==> config.mk <==
export PLATFORM = sky130hd
export DESIGN_NAME = actor_move_scheduler
export DESIGN_NICKNAME = d
export VERILOG_FILES = /design/src/rtl/actor_move_scheduler_pkg.sv /design/src/rtl/actor_move_scheduler_tile_neighbor.sv /design/src/rtl/actor_move_scheduler.sv
export SDC_FILE = /design/constraint.sdc
export NUM_CORES = 1
export LEC_CHECK = 0
export CAP_MARGIN = 10
export CORE_ASPECT_RATIO = 0.9
export CORE_MARGIN = 3
export CORE_UTILIZATION = 41
export CTS_CLUSTER_SIZE = 16
export DETAILED_ROUTE_END_ITERATION = 16
export HOLD_SLACK_MARGIN = 0.03
export SLEW_MARGIN = 20
export SYNTH_ARGS = -nofsm -noshare
export SYNTH_HDL_FRONTEND = slang
export SYNTH_HIERARCHICAL = 1
export SYNTH_SLANG_ARGS = --single-unit
==> constraint.sdc <==
create_clock -name pclk -period 13.9 [get_ports pclk]
set_input_delay 2.78 -clock pclk [delete_from_list [all_inputs] [get_ports pclk]]
set_output_delay 2.78 -clock pclk [all_outputs]
set_load 0.03 [all_outputs]
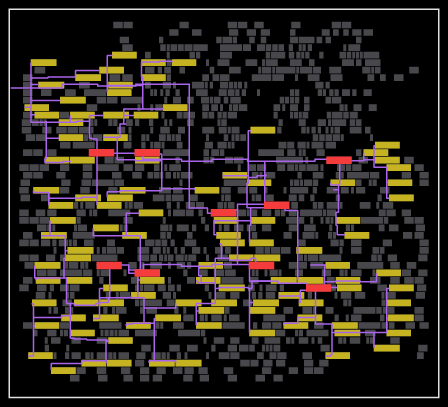
Figure 1: run 1, clock network drawn from the DEF.
[cells driving clock nets] red | count: 9
[clock wires] purple | length: 1520 um
[flip-flops] yellow | count: 107
routed clock nets	10
clock skew: 12.7 ps

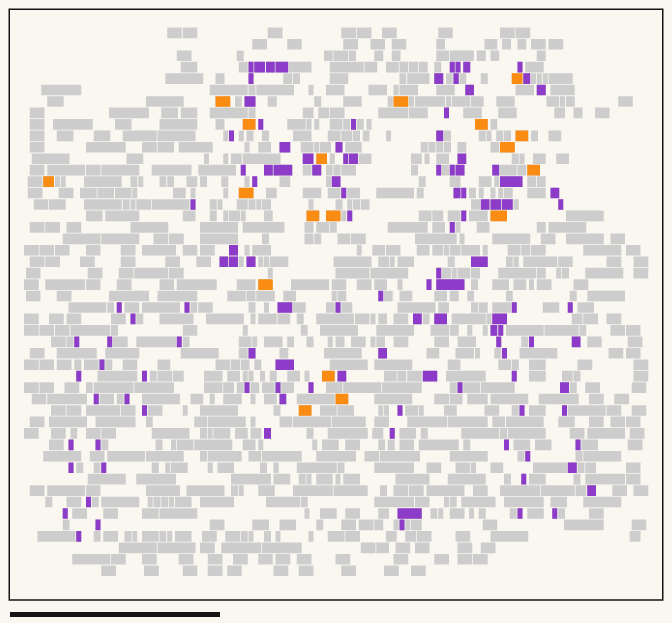
Figure 2: run 1, logic cells by family.
The bar under the picture is 50 um long.
family	color	cells
AND-OR and OR-AND gates	orange	18
NOR gates	purple	118
number of standard cells in the final layout excluding fillers: 1211
Commonest Layout Cell: sky130_fd_sc_hd__clkdlybuf4s50_1
combinational share of cell area: 50.8%

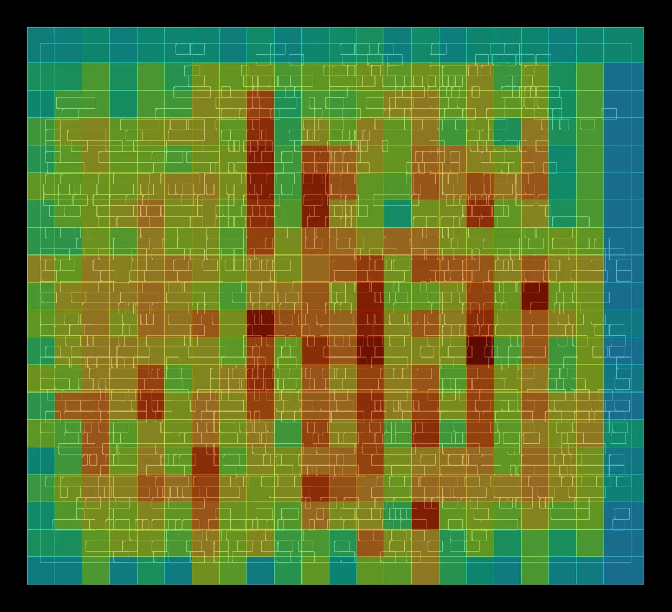
Figure 3: run 1, congestion heat map.
met3 Use GR: 4.29%
routing layer with the top usage in global route: met2
fraction of met2 tracks used by global routing: 35.3%

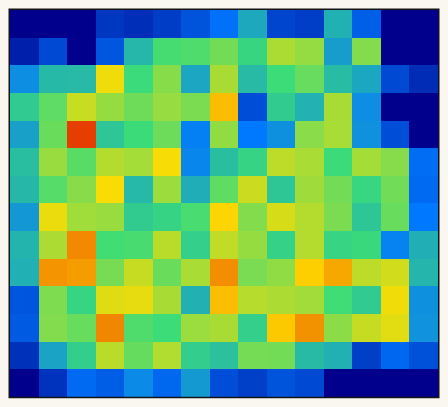
Figure 4: run 1, local utilization.
15 x 14 tiles, from dark blue (low) to red (high), 0 to 100% covered.
tiles over 75% full	6.2%
emptiest ninth of the die	top right
mean over tiles	45%
fullest tile	93%
Core Region: 0.0194 sq mm
Pre-Place Util: 42.2%
utilization after layout: 51.9%

==> results.toml <==
# yosys + openroad results
[outcome]
outcome = "finished clean"

[synthesis]
adder_share_pct = 5.38
multiplexer_share_of_the_synthesized_area_pct = 21.5
avgSynthCellArea_sq_um = 9.77
ys_sh_simple_pct = 16.0
ys.flops = 107
yosys.stat.seqShare_pct = 33.3
yosys_area_sq_mm = 0.00819
synth_async_sr_flop_share_pct = 100
ys_top_cells_by_count = "76 x sky130_fd_sc_hd__nand2_1, 71 x sky130_fd_sc_hd__dfrtp_1, 70 x sky130_fd_sc_hd__nor2_1, 64 x sky130_fd_sc_hd__a21oi_1, 64 x sky130_fd_sc_hd__mux2i_1"
synth.distinct_cells = 82
synthesis.area_sq_mm = 0.00819
synthCells = 838
ys_top_logic_family = "multiplexers"
synth.top_cells.by_area = "sky130_fd_sc_hd__dfrtp_1 22%, sky130_fd_sc_hd__dfstp_2 12%, sky130_fd_sc_hd__mux2i_1 7.8%"
yosys_warnings = 6
ys_dominant_reg_cell = "sky130_fd_sc_hd__dfrtp_1"
synth.top_cell.area_share_pct = 21.7
yosysCellCount = 838
compound_area_share_pct = 15.0
post_synth_tally_of_flip_flops_with_integrated_enable = 0

[floorplanning]
die_w_um = 155
floorplan.rows = 48
floorplan.tapcells = 250
fp.dieArea_sq_mm = 0.0217
die.size.y_um = 140

[layout]
dominant-cell-class = "logic gates"
area.combinational_sq_mm = 0.00511
register_area_sq_mm = 0.00272
drive_above_1_share_pct = 17.0
nNetsFinal = 1031
seq_cell_count = 107
area_share_clock_buf_inv_pct = 2.87
fillerInstances = 1772
layout-area-overhead-vs-synth_pct = 22.9
seqAreaFraction_pct = 27.1
layout.cells.most_common_list = "141 x sky130_fd_sc_hd__clkdlybuf4s50_1, 76 x sky130_fd_sc_hd__nand2_1, 70 x sky130_fd_sc_hd__dfrtp_1"
nNonClkBuffers = 154
number_of_multi_input_combinational_cells_in_the_layout = 654
clockBufferCount = 11
signal_buffer_area_fraction_pct = 15.0

[route]
wirelength_mm = 24.2
wl_met1_mm = 11.4
highest-signal-layer = "met4"
drc = 0
dr_wl_met3_mm = 1.50
drt_pre_antenna_iters = 5
drt_iter0_drc = 368
vias_per_cell = 5.70
avgRoutedWirePerCell_um = 20.0
num_vias = 6908

[global_route]
grt_max_degree = 60
grt_pass1_vias = 6904
gr-usage-met1_pct = 32.0
grt_first_pass_wirelength_mm = 38.6
grt_usage_pct = 22.2
antenna_violations_before_repair = 0
grt_overflow_total = 0

[setup_path]
timing.critical_path.from_type = "flop"
worst-setup-path-type = "flop to output port"
worstPathRequired_ps = 11120
timing.critical_path.to_type = "output port"
crit_fanout = 19
max_stage_delay_ps = 660
critPathSlowestCell = "sky130_fd_sc_hd__mux4_2"
critical_path_buf_inv_count = 4
crit_path_frequent_cell = "sky130_fd_sc_hd__a21oi_1"
critical_path.top_delay_family = "buffers and inverters"
worstRegToRegCells = 17
arrival_ps = 6820

[final_timing]
finalSetupViolCount = 0
finalWorstSetupSlack_ps = 4300
tightestPinTransition_ps = 1040
grt_setup_unrepaired = "no"
clock.fmax_ghz = 0.104
slew_viol_final = 0
relSlewSlack_pct = 30.7
fin_hold_ws_ps = 470
hold_violations = 0
min_period_ps = 9600
finalClockPeriodUsage_pct = 69.1
setup_total_negative_slack_ps = 0

[placed_design]
gp_routability_congestion = 0.904
placement.io_buffers = 142
hpwlAfterDp_mm = 17.3
numPlacedInstances = 1195
detailed_place.area_sq_mm = 0.00977

[clock_tree]
cts-resized-gates = 0
cts_root_buf = "sky130_fd_sc_hd__clkbuf_16"
cts_hold_repair.buffers = 0
cts_num_sinks = 107
clock_tree.buffer_depth = 2
clock_pin_slew_worst_setup_and_hold_paths_ps = 80
clock.latency.late_pin_ps = 360
tritoncts = "built"
h-tree-depth = 3

[job]
max_capacitance_violation_count = 0
total_number_of_warnings_across_the_stage_logs = 39

[hold_path]
hold_depth = 1
worst_min_delay_path_category = "flop to flop"
